Figure 1. Placed standard cells (run 1).
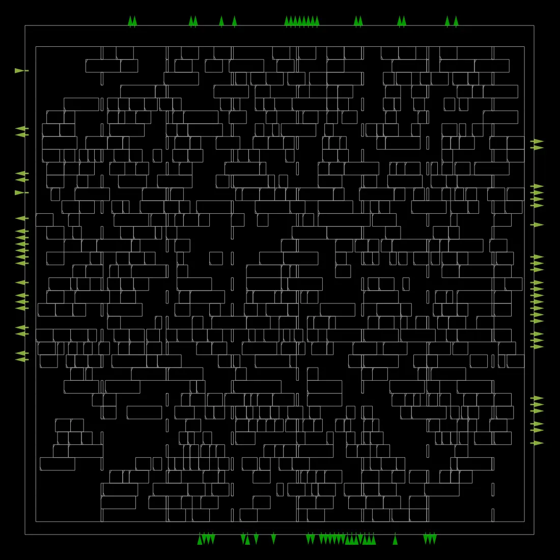
Figure 2. Pin map (run 1).
Drawn at 4 px/um. Pins as bars across the die edge, other pins in gray.
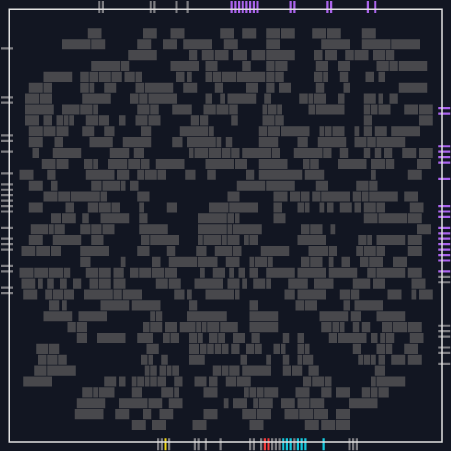
Figure 3. Met2 routing (run 1).
Drawn at 3 px/um. Cells faint in the background.
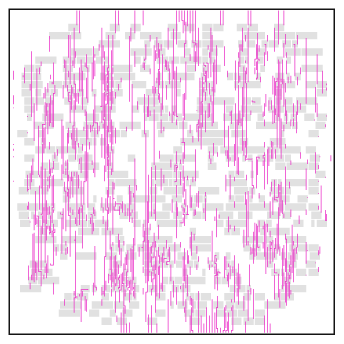
Figure 4. Zoomed window (run 1).
Region (34, 34) to (74, 74) um. Cells in gray, sequential cells in the stronger gray; small squares are vias.
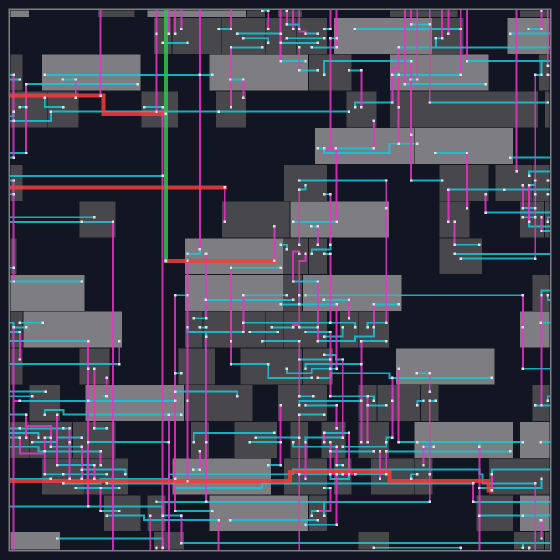
**config.mk**
```make
export PLATFORM = sky130hd
export DESIGN_NAME = multicycle_controller_flat
export DESIGN_NICKNAME = d
export VERILOG_FILES = /design/src/rtl/core_ctrl_pkg.sv /design/src/rtl/multicycle_controller_if.sv /design/src/rtl/opcode_classifier.sv /design/src/rtl/multicycle_controller.sv /design/src/flat_wrapper.sv
export SDC_FILE = /design/constraint.sdc
export NUM_CORES = 1
export LEC_CHECK = 0
export CAP_MARGIN = 20
export CORE_MARGIN = 2
export CORE_UTILIZATION = 39
export CTS_CLUSTER_SIZE = 28
export DETAILED_ROUTE_END_ITERATION = 16
export PLACE_DENSITY_LB_ADDON = 0.05
export SLEW_MARGIN = 20
export SYNTH_ARGS = -nofsm -noshare
export SYNTH_HDL_FRONTEND = slang
export SYNTH_SLANG_ARGS = --single-unit
```
**constraint.sdc**
```tcl
create_clock -name CLK -period 3.7 [get_ports CLK]
set_input_delay 0.555 -clock CLK [delete_from_list [all_inputs] [get_ports CLK]]
set_output_delay 0.555 -clock CLK [all_outputs]
set_load 0.01 [all_outputs]
```
**src/rtl/core_ctrl_pkg.sv**
```systemverilog
// Shared types and encodings for the multicycle RISC-V control path.
package core_ctrl_pkg;

  typedef enum logic [2:0] {
    FETCH,
    DECODE,
    EXECUTE,
    MEMORY,
    WRITEBACK,
    HALT
  } state_t;

  typedef enum logic [2:0] {
    OC_ILLEGAL,
    OC_LOAD,
    OC_OPIMM,
    OC_AUIPC,
    OC_STORE,
    OC_OP,
    OC_LUI,
    OC_BRANCH
  } opclass_t;

  localparam logic [6:0] OPC_LOAD   = 7'b0000011;
  localparam logic [6:0] OPC_OPIMM  = 7'b0010011;
  localparam logic [6:0] OPC_AUIPC  = 7'b0010111;
  localparam logic [6:0] OPC_STORE  = 7'b0100011;
  localparam logic [6:0] OPC_OP     = 7'b0110011;
  localparam logic [6:0] OPC_LUI    = 7'b0110111;
  localparam logic [6:0] OPC_BRANCH = 7'b1100011;

  localparam logic [1:0] ALU_A_RS1  = 2'b00;
  localparam logic [1:0] ALU_A_PC   = 2'b01;
  localparam logic [1:0] ALU_A_ZERO = 2'b10;

  localparam logic [1:0] HC_NONE    = 2'b00;
  localparam logic [1:0] HC_ILLEGAL = 2'b01;
  localparam logic [1:0] HC_TIMEOUT = 2'b10;

  typedef struct packed {
    logic       imem_req;
    logic       dmem_req;
    logic       pc_write;
    logic       ir_write;
    logic       branch;
    logic       memory_read;
    logic       memory_write;
    logic       memory_to_register;
    logic       alu_source;
    logic       register_write;
    logic [1:0] auipc_lui;
  } ctrl_t;

  function automatic logic uses_imm(opclass_t c);
    return c inside {OC_LOAD, OC_STORE, OC_OPIMM, OC_AUIPC, OC_LUI};
  endfunction

  function automatic logic [1:0] alu_a_sel(opclass_t c);
    case (c)
      OC_AUIPC: return ALU_A_PC;
      OC_LUI:   return ALU_A_ZERO;
      default:  return ALU_A_RS1;
    endcase
  endfunction

endpackage

```
**src/rtl/multicycle_controller_if.sv**
```systemverilog
// Instruction/data memory handshake between the sequencer and the memories.
interface multicycle_controller_if;
  logic imem_req;
  logic imem_ready;
  logic dmem_req;
  logic dmem_ready;
  logic memory_read;
  logic memory_write;

  modport master (
    output imem_req, dmem_req, memory_read, memory_write,
    input  imem_ready, dmem_ready
  );

  modport slave (
    input  imem_req, dmem_req, memory_read, memory_write,
    output imem_ready, dmem_ready
  );
endinterface

```
**src/rtl/opcode_classifier.sv**
```systemverilog
// Combinational RV32 major-opcode to instruction-class decode.
module opcode_classifier
  import core_ctrl_pkg::*;
(
  input  logic [6:0] opcode,
  output opclass_t   opclass
);

  always_comb begin
    opclass = OC_ILLEGAL;
    case (opcode)
      OPC_LOAD:   opclass = OC_LOAD;
      OPC_OPIMM:  opclass = OC_OPIMM;
      OPC_AUIPC:  opclass = OC_AUIPC;
      OPC_STORE:  opclass = OC_STORE;
      OPC_OP:     opclass = OC_OP;
      OPC_LUI:    opclass = OC_LUI;
      OPC_BRANCH: opclass = OC_BRANCH;
      default:    opclass = OC_ILLEGAL;
    endcase
  end

endmodule

```
**src/rtl/multicycle_controller.sv**
```systemverilog
// Multicycle FETCH/DECODE/EXECUTE/MEMORY/WRITEBACK sequencer with memory
// wait-state timeout, illegal-opcode halt and cycle/retire counters.
module multicycle_controller
  import core_ctrl_pkg::*;
#(
  parameter int MEM_TIMEOUT = 15,
  parameter int CNT_W       = 32
) (
  input  logic                    CLK,
  input  logic                    RESET_N,
  input  logic [6:0]              opcode,
  multicycle_controller_if.master bus,
  output logic                    pc_write,
  output logic                    ir_write,
  output logic                    branch,
  output logic                    memory_to_register,
  output logic                    alu_source,
  output logic                    register_write,
  output logic [3:0]              alu_option,
  output logic [1:0]              AuipcLui,
  output logic                    halted,
  output logic [1:0]              halt_cause,
  output logic [CNT_W-1:0]        cycle_count,
  output logic [CNT_W-1:0]        instret_count
);

  // The MEM_TIMEOUT-th consecutive not-ready cycle is the last one allowed;
  // a ready in that same cycle still completes the access.
  localparam logic [7:0] WAIT_LAST = 8'(MEM_TIMEOUT - 1);

  state_t           state_q, state_d;
  opclass_t         cls_now, cls_q;
  logic [7:0]       wait_q, wait_d;
  logic [1:0]       cause_q, cause_d;
  logic             retire;
  ctrl_t            ctrl, ctrl_o;
  logic [CNT_W-1:0] cycle_q, instret_q;

  opcode_classifier u_cls (
    .opcode  (opcode),
    .opclass (cls_now)
  );

  always_ff @(posedge CLK) begin
    if (!RESET_N) begin
      state_q   <= FETCH;
      cls_q     <= OC_ILLEGAL;
      wait_q    <= '0;
      cause_q   <= HC_NONE;
      cycle_q   <= '0;
      instret_q <= '0;
    end else begin
      state_q <= state_d;
      wait_q  <= wait_d;
      cause_q <= cause_d;
      if (state_q == DECODE) cls_q <= cls_now;
      if (state_q != HALT) cycle_q <= cycle_q + 1'b1;
      if (retire) instret_q <= instret_q + 1'b1;
    end
  end

  always_comb begin
    state_d = state_q;
    wait_d  = '0;
    cause_d = cause_q;
    retire  = 1'b0;
    ctrl    = '0;
    case (state_q)
      FETCH: begin
        ctrl.imem_req = 1'b1;
        if (bus.imem_ready) begin
          ctrl.ir_write = 1'b1;
          state_d       = DECODE;
        end else if (wait_q == WAIT_LAST) begin
          state_d = HALT;
          cause_d = HC_TIMEOUT;
        end else begin
          wait_d = wait_q + 8'd1;
        end
      end
      DECODE: begin
        if (cls_now == OC_ILLEGAL) begin
          state_d = HALT;
          cause_d = HC_ILLEGAL;
        end else begin
          state_d = EXECUTE;
        end
      end
      EXECUTE: begin
        ctrl.alu_source = uses_imm(cls_q);
        ctrl.auipc_lui  = alu_a_sel(cls_q);
        case (cls_q)
          OC_BRANCH: begin
            ctrl.branch   = 1'b1;
            ctrl.pc_write = 1'b1;
            retire        = 1'b1;
            state_d       = FETCH;
          end
          OC_LOAD, OC_STORE: state_d = MEMORY;
          default:           state_d = WRITEBACK;
        endcase
      end
      MEMORY: begin
        // alu_source stays high so the effective address is stable
        ctrl.dmem_req     = 1'b1;
        ctrl.alu_source   = 1'b1;
        ctrl.memory_read  = (cls_q == OC_LOAD);
        ctrl.memory_write = (cls_q == OC_STORE);
        if (bus.dmem_ready) begin
          if (cls_q == OC_STORE) begin
            ctrl.pc_write = 1'b1;
            retire        = 1'b1;
            state_d       = FETCH;
          end else begin
            state_d = WRITEBACK;
          end
        end else if (wait_q == WAIT_LAST) begin
          state_d = HALT;
          cause_d = HC_TIMEOUT;
        end else begin
          wait_d = wait_q + 8'd1;
        end
      end
      WRITEBACK: begin
        ctrl.register_write     = 1'b1;
        ctrl.pc_write           = 1'b1;
        ctrl.memory_to_register = (cls_q == OC_LOAD);
        ctrl.alu_source         = uses_imm(cls_q);
        ctrl.auipc_lui          = alu_a_sel(cls_q);
        retire                  = 1'b1;
        state_d                 = FETCH;
      end
      HALT: state_d = HALT;
      default: state_d = FETCH;
    endcase
  end

  // Strobes are forced low while reset is held so no access starts or completes.
  assign ctrl_o = RESET_N ? ctrl : '0;

  assign bus.imem_req       = ctrl_o.imem_req;
  assign bus.dmem_req       = ctrl_o.dmem_req;
  assign bus.memory_read    = ctrl_o.memory_read;
  assign bus.memory_write   = ctrl_o.memory_write;
  assign pc_write           = ctrl_o.pc_write;
  assign ir_write           = ctrl_o.ir_write;
  assign branch             = ctrl_o.branch;
  assign memory_to_register = ctrl_o.memory_to_register;
  assign alu_source         = ctrl_o.alu_source;
  assign register_write     = ctrl_o.register_write;
  assign AuipcLui           = ctrl_o.auipc_lui;

  assign alu_option    = {opcode[6:4], opcode[2]};
  assign halted        = (state_q == HALT);
  assign halt_cause    = cause_q;
  assign cycle_count   = cycle_q;
  assign instret_count = instret_q;

endmodule

```
**src/flat_wrapper.sv**
```systemverilog
// flat-port wrapper written by rule: the top's interface ports become plain ports
module multicycle_controller_flat import core_ctrl_pkg::*;
#(
  parameter int MEM_TIMEOUT = 15,
  parameter int CNT_W       = 32
)
  (CLK, RESET_N, opcode, pc_write, ir_write, branch, memory_to_register, alu_source, register_write, alu_option, AuipcLui, halted, halt_cause, cycle_count, instret_count, bus_imem_req, bus_dmem_req, bus_memory_read, bus_memory_write, bus_imem_ready, bus_dmem_ready);
  multicycle_controller_if bus_i ();
  input  logic CLK;
  input  logic RESET_N;
  input  logic [6:0] opcode;
  output logic pc_write;
  output logic ir_write;
  output logic branch;
  output logic memory_to_register;
  output logic alu_source;
  output logic register_write;
  output logic [3:0] alu_option;
  output logic [1:0] AuipcLui;
  output logic halted;
  output logic [1:0] halt_cause;
  output logic [CNT_W-1:0] cycle_count;
  output logic [CNT_W-1:0] instret_count;
  output wire logic [$bits(bus_i.imem_req)-1:0] bus_imem_req;
  output wire logic [$bits(bus_i.dmem_req)-1:0] bus_dmem_req;
  output wire logic [$bits(bus_i.memory_read)-1:0] bus_memory_read;
  output wire logic [$bits(bus_i.memory_write)-1:0] bus_memory_write;
  input wire logic [$bits(bus_i.imem_ready)-1:0] bus_imem_ready;
  input wire logic [$bits(bus_i.dmem_ready)-1:0] bus_dmem_ready;
  assign bus_imem_req = bus_i.imem_req;
  assign bus_dmem_req = bus_i.dmem_req;
  assign bus_memory_read = bus_i.memory_read;
  assign bus_memory_write = bus_i.memory_write;
  assign bus_i.imem_ready = bus_imem_ready;
  assign bus_i.dmem_ready = bus_dmem_ready;
  multicycle_controller #(.MEM_TIMEOUT(MEM_TIMEOUT), .CNT_W(CNT_W)) u_core (.CLK(CLK), .RESET_N(RESET_N), .opcode(opcode), .bus(bus_i), .pc_write(pc_write), .ir_write(ir_write), .branch(branch), .memory_to_register(memory_to_register), .alu_source(alu_source), .register_write(register_write), .alu_option(alu_option), .AuipcLui(AuipcLui), .halted(halted), .halt_cause(halt_cause), .cycle_count(cycle_count), .instret_count(instret_count));
endmodule
```
==> Slide: Implementation Results, run 1 <==
Synthesis and Place & Route Summary

Run status
  – Result of the run: finished clean

Power
  – Combinational group power: 0.000130 W
  – Clock network power: 0.000674 W
  – Internal Pwr Total: 0.00128 W
  – Sequential power: 0.000888 W
  – Net switching power figure: 0.000409 W

Final layout
  – Most frequently placed logic cells in the final layout: sky130_fd_sc_hd__clkdlybuf4s50_1, sky130_fd_sc_hd__dfxtp_1, sky130_fd_sc_hd__and2_1
  – Area of the multi-input gates: 0.00241 mm2
  – Post-layout net count: 579
  – Fraction of layout instances using a drive strength above 1: 5.45%
  – Final instance area: 0.00540 mm2
  – Flop count: 80
  – Clock buffers: 12

Global route
  – Largest net degree at the start of global routing: 51
  – Initial antenna violation count: 0
  – Global route total overflow: 0
  – Met1 Track Usage GR: 24.2%

Worst setup path
  – Cell chain of the critical path: nand2b_1 -> o2bb2ai_4 -> buf_4 -> nor2_1 -> nor2b_1 -> clkdlybuf4s50_1
  – Buf/Inv on CP: 2
  – Critical path type: reg -> out
  – Worst-path fanout max: 19
  – Worst stage delay on the critical path: 710 ps

Synthesis
  – Seq/Total Area, Yosys: 38.1%
  – Main synth FF type: sky130_fd_sc_hd__dfxtp_1
  – Post-synthesis net count: 497
  – Ys cells: 482

Die
  – Number of well taps: 136
  – Starting utilization of the core area: 40.4%

Placement
  – Global placement routability congestion: 0.854

Clocking
  – H-tree levels: 3
  – Library cell used as clock root buffer: sky130_fd_sc_hd__clkbuf_8
  – Inserted Clock Buffers: 9

Run
  – MaxCap Viol Count: 0

Hold path
  – Tightest Hold Check Type: reg -> reg

Final timing
  – Worst hold margin: 495 ps
  – Unrepaired setup endpoints after global routing: false

Route
  – Routed wire length on met3: 399 um
-- Figure 1 (at the start) --
non-filler cells in the finished layout: 705
Filler Cell Count: 1,013

-- Figure 2 (at the start) --
[yellow] `ir_write` | pins: 1 | direction: output | edge: bottom
[red] `AuipcLui` | pins: 2 | direction: output | edge: bottom
[cyan] `opcode` | pins: 7 | direction: input | edge: bottom
[purple] `cycle_count` | pins: 32 | direction: output | edge: 18 right, 14 top
all pins by edge: 27 bottom, 26 right, 21 left, 20 top
buffers added on ports: 93
Chip Height: 108 um
horizontal die size: 108 um

-- Figure 3 (at the start) --
longest straight run: 50.0 um
share of all routed wire: 46%
main direction: vertical
nets with wire on the layer: 491
routed wire length: 10.0 mm
number of vias in the routed layout: 3,754

-- Figure 4 (at the start) --
[red] metal 3
[cyan] metal 1
[green] metal 4
[magenta] metal 2
most frequent: dfxtp_1 (18), and2_1 (11), nor2_1 (9)
netlist names of flops here include: `u_core.wait_q` (8), `u_core.cycle_count` (5), `u_core.instret_count` (4)
sequential cells in the window: 18
cells with their middle in the window: 82

run 1: logic make-up (layout without fill, tap and decap cells):
family | Yosys count | in the layout
adder cells (fa/ha/maj) | 4 | 4
AND/OR/NAND/NOR | 219 | 219
multiplexers | 4 | 4
buffers and inverters | 40 | 127
XOR/XNOR | 51 | 51
flip-flops | 80 | 80
AND-OR/OR-AND | 84 | 84
run 1: final timing paths:
kind                            depth (start not counted)  slack (ps)               from                      to
worst max register to register                          5        1290  u_core.state_q[1]  u_core.cycle_count[26]
worst min-delay path                                    1         490   u_core.wait_q[0]        u_core.wait_q[0]
worst min register to register                          1         490   u_core.wait_q[0]        u_core.wait_q[0]
worst max-delay path                                    6         540  u_core.state_q[2]                pc_write
Figure 5. Metal layers overlaid (run 1).
Drawn at 3 px/um. Two of the layers only.
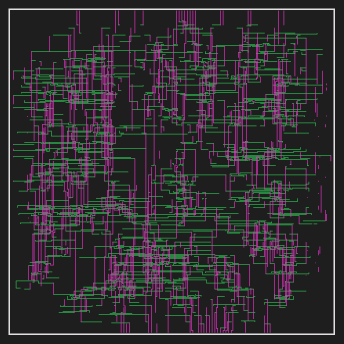

==> run 1 -> run 2 <==
==> constraint.sdc (replaced) <==
create_clock -name CLK -period 4.1 [get_ports CLK]
set_input_delay 0.615 -clock CLK [delete_from_list [all_inputs] [get_ports CLK]]
set_output_delay 0.615 -clock CLK [all_outputs]
set_load 0.01 [all_outputs]
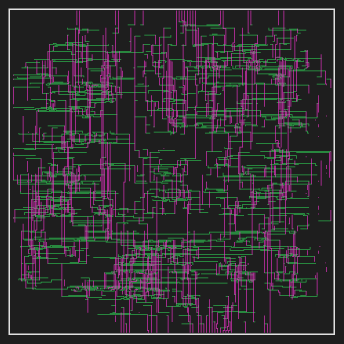
Figure 6: run 2, metal layers overlaid.
Drawn at 3 px/um. Two of the layers only.
[magenta] metal 2 | wire length: 4,550 um
[green] metal 1 | wire length: 4,810 um

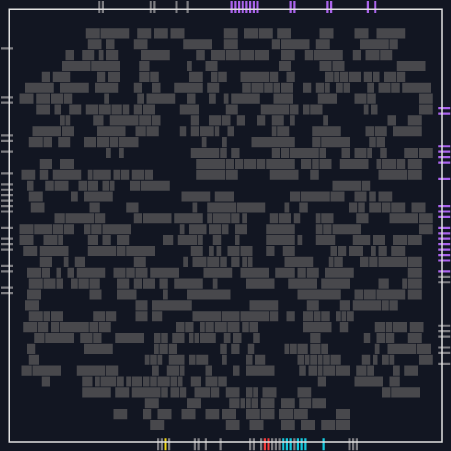
Figure 7: run 2, pin map.
Drawn at 4 px/um. Pins as bars across the die edge, other pins in gray.
[red] `AuipcLui` | pins: 2 | direction: output | edge: bottom
[purple] `cycle_count` | pins: 32 | direction: output | edge: 18 right, 14 top
[cyan] `opcode` | pins: 7 | direction: input | edge: bottom
[yellow] `ir_write` | pins: 1 | direction: output | edge: bottom

==> run 2 against run 1 <==
Register-to-register slack gained 420 ps. Die area is the same. Cell area grew 0.14%. Count of clock-buffer cells in the layout shrank 2. Sequential share of layout area is essentially flat. Flip-flop count is the same. Critical endpoint unchanged. Largest power group unchanged. Highest routed layer unchanged.
==> Slide: Implementation Results, run 2 <==
Synthesis and Place & Route Summary

Worst setup path
  – Launching instance or port of the critical path: u_core.state_q[2]
  – Worst stage delay on the critical path: 720 ps (about the same)
  – Reg2Reg Setup Slack: 1710 ps (+420 ps)
  – Critical path type: reg -> out
  – Cell chain of the critical path: nor2b_2 -> and4_1 -> buf_4 -> nor2_1 -> nor2b_1 -> clkdlybuf4s50_1
  – Startpoint of the worst register-to-register path: u_core.state_q[1]
  – Worst-path fanout max: 19 (unchanged)
  – Buf/Inv on CP: 2 (unchanged)

Power
  – Clock network power: 0.000679 W (+0.7%)
  – Combinational group power: 0.000116 W (-10%)
  – Net switching power figure: 0.000357 W (-13%)
  – Sequential power: 0.000802 W (-9.7%)

Die
  – Starting utilization of the core area: 40.4% (unchanged)
  – Chip Height: 108 um (unchanged)
  – Number of well taps: 136 (unchanged)

Placement
  – Global placement routability congestion: 0.894 (+4.7%)
  – Buffers added on ports: 93 (unchanged)

Synthesis
  – Main synth FF type: sky130_fd_sc_hd__dfxtp_1
  – Ys cells: 482 (unchanged)
  – Seq/Total Area, Yosys: 38.1% (unchanged)
  – Post-synthesis net count: 497 (unchanged)

Route
  – Number of vias in the routed layout: 3,743 (-0.29%)
  – Routed wire length: 9.90 mm (-1.5%)
  – Routed wire length on met3: 426 um (+6.8%)

Final layout
  – Most frequently placed logic cells in the final layout: sky130_fd_sc_hd__clkdlybuf4s50_1, sky130_fd_sc_hd__dfxtp_1, sky130_fd_sc_hd__and2_1
  – Post-layout net count: 578 (-0.17%)
  – Non-filler cells in the finished layout: 702 (-0.43%)
  – Filler Cell Count: 995 (-1.8%)
  – Area of the multi-input gates: 0.00241 mm2 (unchanged)
  – Flop count: 80 (unchanged)

Clocking
  – H-tree levels: 3 (unchanged)
  – Library cell used as clock root buffer: sky130_fd_sc_hd__clkbuf_8
  – Inserted Clock Buffers: 9 (unchanged)

Global route
  – Largest net degree at the start of global routing: 57 (+12%)
  – Met1 Track Usage GR: 24.3% (about the same)
  – Initial antenna violation count: 0 (unchanged)

Hold path
  – Worst min-delay path startpoint: u_core.wait_q[0]

Final timing
  – Unrepaired setup endpoints after global routing: false

Run status
  – Result of the run: finished clean
run 2: through the flow:
stage               total power (W)  setup WS [ps]  utilization [%]  cell area (um2)  hold WS, ps
finish                      0.00160            902             51.9             5410          483
floorplan                  0.000888           1990                -             4210          441
detailed placement         0.000937           1070             49.8             5190          476
global placement           0.000935           1070             49.8             5190          462
global route                0.00167            718             51.9             5410          509
CTS                         0.00163            887             51.9             5410          487
run 2: cells by family after synthesis:
logic type      count (synthesis)  synth area share [%]
buf+inv                        40                  4.52
compound gates                 84                  14.5
xor+xnor                       51                  10.6
simple gates                  219                  30.1
flops                          80                  38.1
fa+ha+maj                       4                  1.19
mux                             4                 0.952
run 2: final timing paths:
kind	to	depth (start not counted)
max	pc_write	6
min	u_core.wait_q[0]	1
max reg2reg	u_core.cycle_count[26]	5
min reg2reg	u_core.wait_q[0]	1
Figure 8. Zoomed window (run 2).
Region (34, 34) to (74, 74) um. Cells in gray, sequential cells in the stronger gray; small squares are vias.
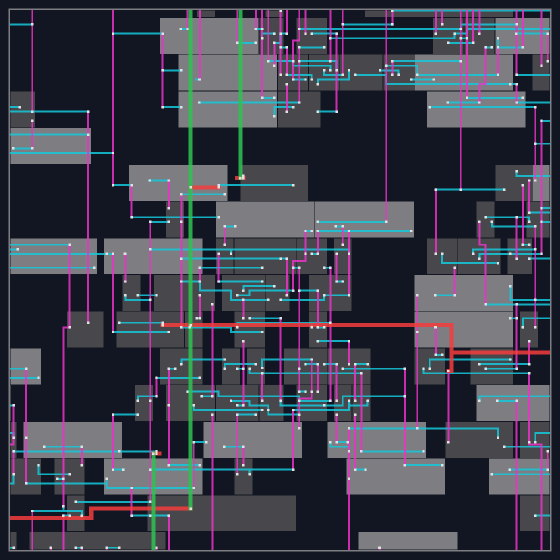

==> run 2 -> run 3 <==
==> constraint.sdc (replaced) <==
create_clock -name CLK -period 2.8 [get_ports CLK]
set_input_delay 0.42 -clock CLK [delete_from_list [all_inputs] [get_ports CLK]]
set_output_delay 0.42 -clock CLK [all_outputs]
set_load 0.01 [all_outputs]
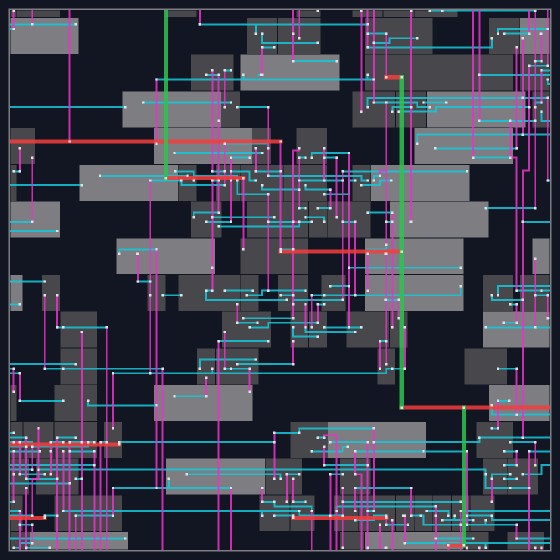
Figure 9: run 3, zoomed window.
Region (34, 34) to (74, 74) um. Cells in gray, sequential cells in the stronger gray; small squares are vias.
[cyan] metal 1
[green] metal 4
[magenta] metal 2
[red] metal 3
netlist names of flops here include: `u_core.wait_q` (8), `u_core.instret_count` (7), `u_core.cycle_count` (5)
cells with their middle in the window: 89
most frequent: dfxtp_1 (20), nor2_1 (11), and2_1 (8)
sequential cells in the window: 20

==> run 3 against run 2 <==
Sequential power grew 46%. Clock skew decreased by 3.2 ps. Sequential share of layout area is 0.35 points lower. Wire length rose by 2.9%. Flip-flop count unchanged. Largest cell class unchanged. Cell area rose by 1.3%. Register-to-register slack got worse by 1200 ps.
==> Slide: Implementation Results, run 3 <==
Synthesis and Place & Route Summary

Clocking
  – Library cell used as clock root buffer: sky130_fd_sc_hd__clkbuf_8

Die
  – Chip Height: 108 um (unchanged)

Worst setup path
  – Worst stage delay on the critical path: 730 ps (about the same)
  – Buf/Inv on CP: 1 (-1)
  – Worst-path fanout max: 16 (-3)
  – Startpoint of the worst register-to-register path: u_core.state_q[2]

Placement
  – Global placement routability congestion: 0.846 (-5.3%)

Run status
  – Result of the run: finished clean

Final layout
  – Most frequently placed logic cells in the final layout: sky130_fd_sc_hd__clkdlybuf4s50_1, sky130_fd_sc_hd__dfxtp_1, sky130_fd_sc_hd__and2_1
  – Post-layout net count: 583 (+0.87%)

Synthesis
  – AO/OA Area Share: 14.5% (unchanged)
  – Main synth FF type: sky130_fd_sc_hd__dfxtp_1
  – FA/HA/MAJ Cells, Area Fraction: 1.19% (unchanged)
  – Seq/Total Area, Yosys: 38.1% (unchanged)

Hold path
  – Worst min-delay path startpoint: RESET_N

Final timing
  – Least setup slack across all paths after layout: 177 ps (-725 ps)

Power
  – Combinational group power: 0.000174 W (+50%)
  – Clock network power: 0.00107 W (+58%)
  – Net switching power figure: 0.000561 W (+57%)

Global route
  – Initial antenna violation count: 0 (unchanged)
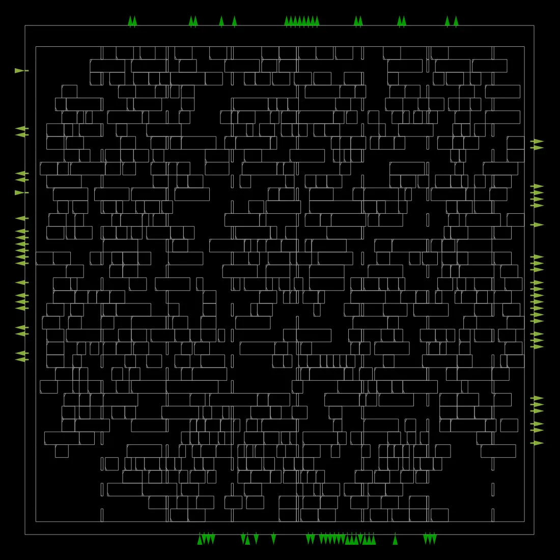
Figure 10: run 3, placed standard cells.
Filler Cell Count: 1,022
sequential portion of the cell area: 29.3%
flop count: 80

==> run 3: worst paths after layout <==
path / end / slack [ps] / depth (start not counted)
worst min-delay path: u_core.state_q[0] / 390 / 2
worst max register to register: u_core.instret_count[31] / 550 / 6
worst max-delay path: pc_write / 180 / 5
worst min register to register: u_core.wait_q[0] / 490 / 1
==> run 3: final cells by class <==
cell class	count	area, um2
Inverter	14	52.6
Sequential cell	80	1600
Multi-Input combinational cell	362	2410
Clock buffer	10	138
Fill cell	1022	4940
Clock inverter	6	115
Tap cell	136	170
Timing Repair Buffer	101	986
==> run 3: per-layer routing <==
layer  GRT usage (%)  routed length (um)
met2            28.9                4670
met1            25.0                4960
met4            4.95                  99
met5               0                   0
met3            4.42                 456
Power and IR drop assume default switching activity.
